[src/rtl/mem_port_arbiter.sv]
// mem_port_arbiter: shares one single-ported memory between instruction fetch
// (IF) and data memory (DM). It issues one access at a time, waits a fixed
// MEM_LATENCY, then returns data / write-ack to the winner with a 1-cycle pulse.
// Optional build macro STARVE_GUARD_EN: after STARVE_LIMIT consecutive lost
// arbitrations, IF is forced to win the next arbitration it takes part in.
module mem_port_arbiter #(
    parameter int ADDR_W       = 32,
    parameter int DATA_W       = 64,
    parameter int MEM_LATENCY  = 2,
    parameter int STARVE_LIMIT = 4
) (
    input  logic              clk,
    input  logic              rst,
    input  logic              if_req,
    input  logic [ADDR_W-1:0] if_addr,
    output logic              if_gnt,
    output logic              if_valid,
    output logic [DATA_W-1:0] if_rdata,
    input  logic              dm_req,
    input  logic              dm_we,
    input  logic [ADDR_W-1:0] dm_addr,
    input  logic [DATA_W-1:0] dm_wdata,
    output logic              dm_gnt,
    output logic              dm_valid,
    output logic [DATA_W-1:0] dm_rdata,
    output logic              mem_en,
    output logic              mem_we,
    output logic [ADDR_W-1:0] mem_addr,
    output logic [DATA_W-1:0] mem_wdata,
    input  logic [DATA_W-1:0] mem_rdata,
    output logic              busy
);
    localparam logic [1:0] S_IDLE  = 2'd0;
    localparam logic [1:0] S_ISSUE = 2'd1;
    localparam logic [1:0] S_WAIT  = 2'd2;
    localparam logic [1:0] S_RESP  = 2'd3;

    localparam int CNT_W = (MEM_LATENCY > 1) ? $clog2(MEM_LATENCY) : 1;

    typedef struct packed {
        logic              we;
        logic [ADDR_W-1:0] addr;
        logic [DATA_W-1:0] wdata;
    } req_t;

    logic [1:0]       state;
    logic             owner_dm;   // 1: DM owns the access in flight, 0: IF
    req_t             req_q;      // latched winning request, drives the memory port
    logic [CNT_W-1:0] lat_cnt;
    logic             can_arb;
    logic             arb_any;
    logic             dm_wins;

`ifdef STARVE_GUARD_EN
    localparam int SC_W = $clog2(STARVE_LIMIT + 1);
    logic [SC_W-1:0] starve_cnt;
`endif

    assign can_arb = (state == S_IDLE) || (state == S_RESP);

    // Arbitration: DM is older in program order, so it wins unless IF is starved
    always_comb begin
        arb_any = if_req | dm_req;
        dm_wins = dm_req;
`ifdef STARVE_GUARD_EN
        if (if_req && starve_cnt == SC_W'(STARVE_LIMIT))
            dm_wins = 1'b0;
`endif
    end

    // Main FSM: arbitrate, issue one strobe, count latency, respond
    always_ff @(posedge clk) begin
        if (rst) begin
            state    <= S_IDLE;
            owner_dm <= 1'b0;
            req_q    <= '0;
            lat_cnt  <= '0;
            if_rdata <= '0;
            dm_rdata <= '0;
        end else begin
            case (state)
                S_IDLE, S_RESP: begin
                    if (arb_any) begin
                        state    <= S_ISSUE;
                        owner_dm <= dm_wins;
                        // IF reads leave the previous write data on the bus
                        if (dm_wins) req_q <= '{we: dm_we, addr: dm_addr, wdata: dm_wdata};
                        else         req_q <= '{we: 1'b0, addr: if_addr, wdata: req_q.wdata};
                    end else begin
                        state <= S_IDLE;
                    end
                end
                S_ISSUE: begin
                    state   <= S_WAIT;
                    lat_cnt <= '0;
                end
                S_WAIT: begin
                    if (lat_cnt == CNT_W'(MEM_LATENCY - 1)) begin
                        state <= S_RESP;
                        // Only the owner's read result is captured; writes leave data alone
                        if (!req_q.we) begin
                            if (owner_dm) dm_rdata <= mem_rdata;
                            else          if_rdata <= mem_rdata;
                        end
                    end else begin
                        lat_cnt <= lat_cnt + CNT_W'(1);
                    end
                end
                default: state <= S_IDLE;
            endcase
        end
    end

`ifdef STARVE_GUARD_EN
    // Starvation counter: counts DM wins over a waiting IF, cleared by any IF win
    always_ff @(posedge clk) begin
        if (rst) begin
            starve_cnt <= '0;
        end else if (can_arb && arb_any) begin
            if (!dm_wins)
                starve_cnt <= '0;
            else if (if_req && starve_cnt != SC_W'(STARVE_LIMIT))
                starve_cnt <= starve_cnt + SC_W'(1);
        end
    end
`endif

    assign mem_en    = (state == S_ISSUE);
    assign mem_we    = mem_en & req_q.we;
    assign mem_addr  = req_q.addr;
    assign mem_wdata = req_q.wdata;
    assign if_gnt    = mem_en & ~owner_dm;
    assign dm_gnt    = mem_en & owner_dm;
    assign if_valid  = (state == S_RESP) & ~owner_dm;
    assign dm_valid  = (state == S_RESP) & owner_dm;
    assign busy      = (state == S_ISSUE) || (state == S_WAIT);

endmodule

[config.mk]
export PLATFORM = sky130hd
export DESIGN_NAME = mem_port_arbiter
export DESIGN_NICKNAME = d
export VERILOG_FILES = /design/src/rtl/mem_port_arbiter.sv
export SDC_FILE = /design/constraint.sdc
export NUM_CORES = 1
export LEC_CHECK = 0
export CAP_MARGIN = 30
export CELL_PAD_IN_SITES_DETAIL_PLACEMENT = 1
export CELL_PAD_IN_SITES_GLOBAL_PLACEMENT = 1
export CORE_ASPECT_RATIO = 1.4
export CORE_MARGIN = 1.5
export CORE_UTILIZATION = 26
export CTS_BUF_LIST = sky130_fd_sc_hd__clkbuf_8 sky130_fd_sc_hd__clkbuf_16
export CTS_CLUSTER_DIAMETER = 50
export DETAILED_ROUTE_END_ITERATION = 16
export PLACE_DENSITY_LB_ADDON = 0.1
export RECOVER_POWER = 100
export SYNTH_ARGS = -nofsm -noshare
export SYNTH_HDL_FRONTEND = slang
export SYNTH_SLANG_ARGS = --single-unit
[constraint.sdc]
create_clock -name clk -period 1.7 [get_ports clk]
set_input_delay 0.51 -clock clk [delete_from_list [all_inputs] [get_ports clk]]
set_output_delay 0.51 -clock clk [all_outputs]
set_load 0.1 [all_outputs]
==> out/results.tsv, run 1 <==
stage	metric	value	unit
timing	max_slew_margin	70.0	%
route	firstDrtPassIters	6	
clock_network	hold_buffers	0	
cells_and_area	leading_cell_types_in_the_layout_fill_and_taps_excluded	nand2_1, dfxtp_1, clkdlybuf4s50_1	
route	ant_nets	0	
grt	grt_max_degree	93	
logic_synthesis	post_synth_tally_of_flip_flops_with_integrated_enable	0	
hold_path	hold_path.startpoint	rst	
timing	final.setup.worst_slack	-0.367	ns
run_status	outcome	finished with violations	
power	peakVddDrop	863	uV
cells_and_area	mostFrequentLayoutCell	nand2_1	
grt	antenna_found_initial	1	
clock_network	numClockSinks	229	
logic_synthesis	yosys_warnings	0	
place	placedCellCount	1815	
clock_network	clock_tree_from_tritoncts	yes	
worst_setup_path	worstPathMaxFanout	3	
timing	setup_tns	-3.71	ns
clock_network	insertion_delay	0.55	ns
power	power_density_normalized_to_cell_area	1510	mW/mm^2
timing	clock.fmax	484	MHz
cells_and_area	layout-area-overhead-vs-synth	66.5	%
worst_setup_path	crit_arrival	1.56	ns
logic_synthesis	ys_dominant_reg_cell	dfxtp_1	
grt	globalRoute.totalOverflow	0	
timing	tightest_slew	0.450	ns
logic_synthesis	ys_seq_share	49.7	%
worst_setup_path	r2r-end	mem_addr[28]	
clock_network	cts-buffers-inserted	30	
logic_synthesis	syn_nets	1279	
power	internal_dissipation	13.2	mW
floorplan	core-area	0.0350	mm^2
place	place_congestion	0.720	
job	stage_log_warnings	33	
run_status	violations_in_the_final_reports	negative setup slack	
power	leakagePower	5.92	nW
logic_synthesis	synth_area_per_cell	8.57	um^2
job	max_cap_violations	0	
place	post-dp-hpwl	24700	um
route	drt_drc_violations_left	0	
cells_and_area	layout.cells.non_filler	1886	
logic_synthesis	synth.ff_latch_count	229	
worst_setup_path	worst-r2r-cell-count	7	
hold_path	hp_class	in -> reg	
clock_network	clock-root-buffer	clkbuf_16	
floorplan	fp_util	26.4	%
clock_network	clk_pin_slew	0.06	ns
worst_setup_path	reg2reg_setup_slack	-0.07	ns
cells_and_area	fillers	3982	
floorplan	std_cell_rows	81	
power	p_seq_share	28.9	%
timing	timing.clock.skew	0.00774	ns
worst_setup_path	setup.worst_path.class	reg -> out	
clock_network	clock_tree.buffer_depth	3	
floorplan	die_area	0.0367	mm^2
cells_and_area	num-nets-final	1607	
route	via_per_inst	4.43	
timing	maxSlewViolCount	0	
grt	first_global_vias	8568	
power	power.share.switching	43.1	%
timing	finalHoldViolations	0	
floorplan	dieHeight	226	um
power	switchingPower	10.0	mW
timing	unrepaired_setup_endpoints_after_global_routing	yes	
logic_synthesis	synthCells	1077	
cells_and_area	layout-drive-gt1-share	28.6	%
logic_synthesis	ys_chip_area	0.00923	mm^2
power	combinationalPowerShare	42.4	%
hold_path	hold-path-endpoint	if_rdata[24]	
route	routed_wire_length_per_instance	18.8	um
logic_synthesis	netlist_area	0.00923	mm^2
worst_setup_path	crit_path_end_kind	primary output	
cells_and_area	final_util	44.0	%
cells_and_area	finalInstanceArea	0.0154	mm^2
floorplan	floorplan.die.width	162	um
power	share_clk_of_total_power	28.6	%
place	detailed_place.area	0.0157	mm^2
worst_setup_path	worst_ep_required_time	1.19	ns
clock_network	htree_num_levels	1	
hold_path	hold_path_depth	2	
grt	grt_first_pass_wirelength	50500	um
route	drtIter0Drc	200	
timing	finalSetupViolations	49	
run 1: kinds of logic (layout without fill, tap and decap cells):
logic type	count (synthesis)	count (layout)	share of synthesized area, %
AND-OR/OR-AND	230	230	15.9
adder cells (fa/ha/maj)	5	5	0.678
buffers and inverters	175	527	13.1
flip-flops	229	229	49.7
multiplexers	33	33	3.58
other	0	1	0
AND/OR/NAND/NOR	405	405	17.1
run 1: worst max-delay path, cell delays in order (launching register included):
cell and delay, ns:
dfxtp_2 0.34, inv_1 0.09, ha_4 0.30, clkinvlp_4 0.10, buf_12 0.17
run 1: timing repair:
item	in CTS	in global routing
resized	27	30
endpoints found under the setup margin	18	81
pin swaps	2	4
cloned	0	6
setup buffers	2	7
hold endpoints to repair	0	0
run 1: metrics by stage:
step / worst slack (ns) / hold slack (ns)
finish: -0.367 / 0.254
detailed placement: -0.167 / 0.486
CTS: -0.389 / 0.230
global placement: -0.115 / 0.479
floorplan: -0.101 / 0.434
global route: -0.424 / 0.232
run 1: flip-flops by register name, summed over array words and instances (netlist names):
signal and count:
state 2, lat_cnt 1, dm_rdata 64, owner_dm 1
mem_addr 32, mem_wdata 64, req_q 1, if_rdata 64
run 1: routing by layer:
metal / global-route usage, % / share of wire, % / routed length [um]
met5: 0 / 0 / 0
met4: 5.92 / 2.6 / 934
met3: 5.51 / 7.8 / 2760
met2: 32.9 / 52 / 18500
met1: 19.1 / 37 / 13200
run 1: area by class of cell:
class / instances / area [um^2] / area share (%)
well taps: 456 / 571 / 3.71
diodes: 1 / 2.50 / 0.0163
inverters: 3 / 17.5 / 0.114
clock inverters: 22 / 243 / 1.58
clock buffers: 34 / 817 / 5.32
repair buffers: 468 / 5540 / 36.1
multi-input cells: 673 / 3550 / 23.1
flip-flops and latches: 229 / 4630 / 30.1
run 1: cell usage after synthesis, drive strengths merged (3+ instances only):
master	n	area (um^2)
nand2	386	1450
dfxtp	229	4580
a21oi	194	971
buf	154	1130
mux2i	33	330
o2bb2ai	32	468
clkbuf	18	68.8
ha	5	62.6
and2	4	25.0
nor2	4	15.0
inv	3	11.3
nor2b	3	18.8
or2	3	18.8
run 1: worst max path at each step:
stage | slack, ns | cells past startpoint | from | end
6_report | -0.37 | 4 | state[0] | busy
5_1_grt | -0.42 | 5 | state[1] | if_gnt
4_1_cts | -0.39 | 5 | state[1] | if_gnt
3_5_place_dp | -0.17 | 5 | if_req | mem_addr[31]
3_3_place_gp | -0.11 | 5 | if_req | mem_addr[16]
2_1_floorplan | -0.10 | 6 | state[0] | state[0]
run 1: power groups by stage:
stage | registers [mW] | clock network (mW) | logic (mW)
finish | 6.72 | 6.65 | 9.85
global route | 6.81 | 7.08 | 10.2
CTS | 6.87 | 6.87 | 10.8
detailed placement | 6.94 | 0 | 10.7
global placement | 6.91 | 0 | 10.6
floorplan | 6.75 | 0 | 7.29
Figure 1. Wires at chosen ports, followed through buffers (run 1).
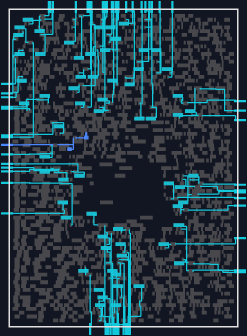
| port | colour | direction | edge | end cells | buffers | wire |
|---|---|---|---|---|---|---|
| if_rdata | cyan | output | 25 north, 15 south, 13 west, 11 east | 64 | 64 | 3200 um |
| if_req | blue | input | west | 3 | 2 | 64.6 um |
Port Buffer Count: 427
ports placed on the boundary: 428

Figure 2. Wiring by layer (run 1).
Scale bar: 50 um.
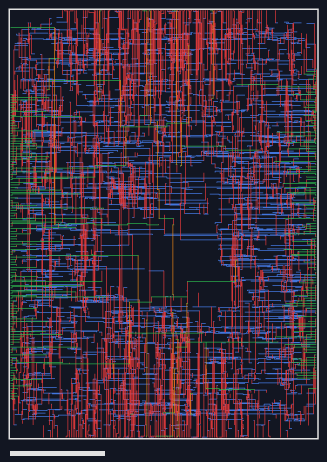
| layer | colour | wire length |
|---|---|---|
| metal 2 | red | 18500 um |
| metal 1 | blue | 13200 um |
| metal 4 | orange | 935 um |
| metal 3 | green | 2760 um |
via count of the routed design: 8362
final wirelength: 35400 um
gr usage total: 17.8%

Figure 3. Sequential cells coloured by netlist name (run 1).
Scale bar: 50 um.
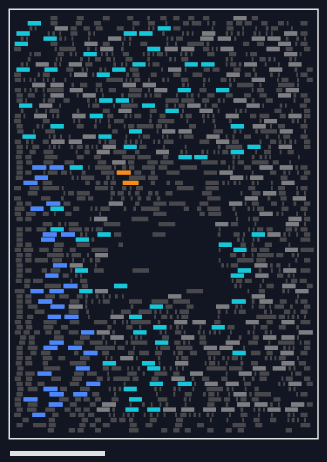
| signal | colour | placed flops |
|---|---|---|
| if_rdata | cyan | 64 |
| mem_addr | blue | 32 |
| state | orange | 2 |
Seq/total area: 30.1%
sequential logic power: 6.72 mW

## Run 2: what changed since run 1
Settings changed: SLEW_MARGIN from default to 20.
==> out/results.tsv, run 2 <==
stage	metric	value	unit	change
run_status	outcome	finished with violations		unchanged
run_status	violations_in_the_final_reports	negative setup slack		unchanged
timing	max_slew_margin	70.0	%	unchanged
timing	finalSetupViolations	49		unchanged
clock_network	cts-buffers-inserted	30		unchanged
place	placedCellCount	1815		unchanged
worst_setup_path	worstPathMaxFanout	3		unchanged
logic_synthesis	ys_dominant_reg_cell	dfxtp_1		unchanged
grt	globalRoute.totalOverflow	0		unchanged
logic_synthesis	synth.ff_latch_count	229		unchanged
worst_setup_path	reg2reg_setup_slack	-0.07	ns	about the same
timing	maxSlewViolCount	0		unchanged
cells_and_area	layout-area-overhead-vs-synth	66.5	%	unchanged
grt	global_route.usage.total	17.8	%	unchanged
route	dr_total_vias	8362		unchanged
grt	grt_first_pass_wirelength	50500	um	unchanged
grt	antenna_found_initial	1		unchanged
worst_setup_path	crit_arrival	1.56	ns	about the same
cells_and_area	mostFrequentLayoutCell	nand2_1		unchanged
floorplan	boundaryPins	428		unchanged
logic_synthesis	ys_seq_share	49.7	%	unchanged
floorplan	std_cell_rows	81		unchanged
cells_and_area	layout-drive-gt1-share	28.6	%	unchanged
logic_synthesis	post_synth_tally_of_flip_flops_with_integrated_enable	0		unchanged
logic_synthesis	yosys-top-cells-area	dfxtp_1, nand2_1, a21oi_1		unchanged
power	power_density_normalized_to_cell_area	1510	mW/mm^2	unchanged
logic_synthesis	yosysTopAreaCell	dfxtp_1		unchanged
job	stage_log_warnings	33		unchanged
logic_synthesis	yosys_warnings	0		unchanged
worst_setup_path	r2r-end	mem_addr[28]		unchanged
hold_path	hold_path.startpoint	rst		unchanged
route	via_per_inst	4.43		unchanged
logic_synthesis	syn_nets	1279		unchanged
route	drt-total-wl	35400	um	unchanged
logic_synthesis	post_synth_most_frequent_cells	nand2_1, dfxtp_1, a21oi_1		unchanged
place	place_congestion	0.720		unchanged
worst_setup_path	crit_path_end_kind	primary output		unchanged
grt	first_global_vias	8568		unchanged
floorplan	die_area	0.0367	mm^2	unchanged
hold_path	hold_path_depth	2		unchanged
logic_synthesis	top_cell	nand2_1		unchanged
grt	grt_max_degree	93		unchanged
worst_setup_path	setup.worst_path.class	reg -> out		unchanged
timing	final.setup.worst_slack	-0.367	ns	unchanged
logic_synthesis	ys_chip_area	0.00923	mm^2	unchanged
floorplan	fp_util	26.4	%	unchanged
worst_setup_path	worst_ep_required_time	1.19	ns	about the same
logic_synthesis	synthCells	1077		unchanged
hold_path	hp_class	in -> reg		unchanged
place	post-dp-hpwl	24700	um	unchanged
timing	timing.clock.skew	0.00774	ns	unchanged
place	portBuffers	427		unchanged
power	leakagePower	5.92	nW	unchanged
## run 2: cell families after synthesis
group,share of synthesized area [%]
AOI/OAI and AO/OA,15.9
DFF,49.7
and+or+nand+nor,17.1
muxes,3.58
adders and majority gates,0.678
buffers and inverters,13.1
## run 2: per-stage QoR
step	hold slack [ns]	utilization [%]	cell area, um^2
6_report	0.254	44.0	15400
5_1_grt	0.232	44.0	15400
4_1_cts	0.230	48.0	16800
3_5_place_dp	0.486	44.8	15700
3_3_place_gp	0.479	44.8	15700
2_1_floorplan	0.434	-	9260
## run 2: worst max-delay path: stages, from the launching register on
cell and delay, ns:
dfxtp_2 0.34, inv_1 0.09, ha_4 0.30, clkinvlp_4 0.10, buf_12 0.17
## run 2: final cells by class
class / instances / area, um^2
Multi-Input combinational cell: 673 / 3550
Sequential cell: 229 / 4630
Clock buffer: 34 / 817
Tap cell: 456 / 571
Fill cell: 3982 / 19600
Antenna cell: 1 / 2.50
Inverter: 3 / 17.5
Clock inverter: 22 / 243
Timing Repair Buffer: 468 / 5540
## run 2: repair_timing
item / CTS / global route
pin swaps: 2 / 4
setup endpoints to repair: 18 / 81
gates resized: 27 / 30
gates cloned: 0 / 6
setup buffers: 2 / 7
hold buffers: 0 / 0
## run 2: worst max path at each step
stage | slack, ns | from | endpoint
detailed placement | -0.17 | if_req | mem_addr[31]
CTS | -0.39 | state[1] | if_gnt
global placement | -0.11 | if_req | mem_addr[16]
finish | -0.37 | state[0] | busy
floorplan | -0.10 | state[0] | state[0]
global route | -0.42 | state[1] | if_gnt
## run 2: report_power, final
part	total, mW	switching [mW]	internal (mW)
Clock	6.65	2.56	4.09
Combinational	9.85	6.83	3.02
Sequential	6.72	0.621	6.10
## run 2: per-layer routing
metal	global-route usage [%]	wire length, um	up-vias
li1	-	-	4075
met3	5.51	2760	53
met2	32.9	18500	305
met1	19.1	13200	3929
met5	0	0	-
met4	5.92	934	0
Figure 4. Clock wiring as the flow saved it (run 2).
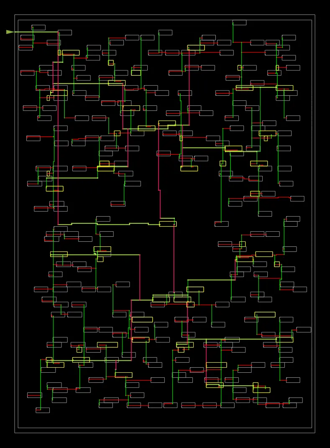
number of clock-tree buffers in the layout: 34
flip-flop and latch count: 229
CTS sink count: 229

Figure 5. Wiring by layer (run 2).
Scale bar: 50 um.
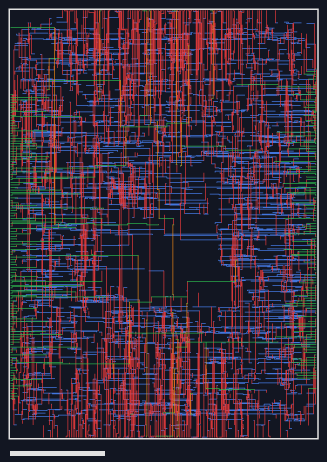
| layer | colour | wire length |
|---|---|---|
| metal 3 | green | 2760 um |
| metal 4 | orange | 935 um |
| metal 1 | blue | 13200 um |
| metal 2 | red | 18500 um |
Routed wire per std cell: 18.8 um

Power and IR drop assume default switching activity.
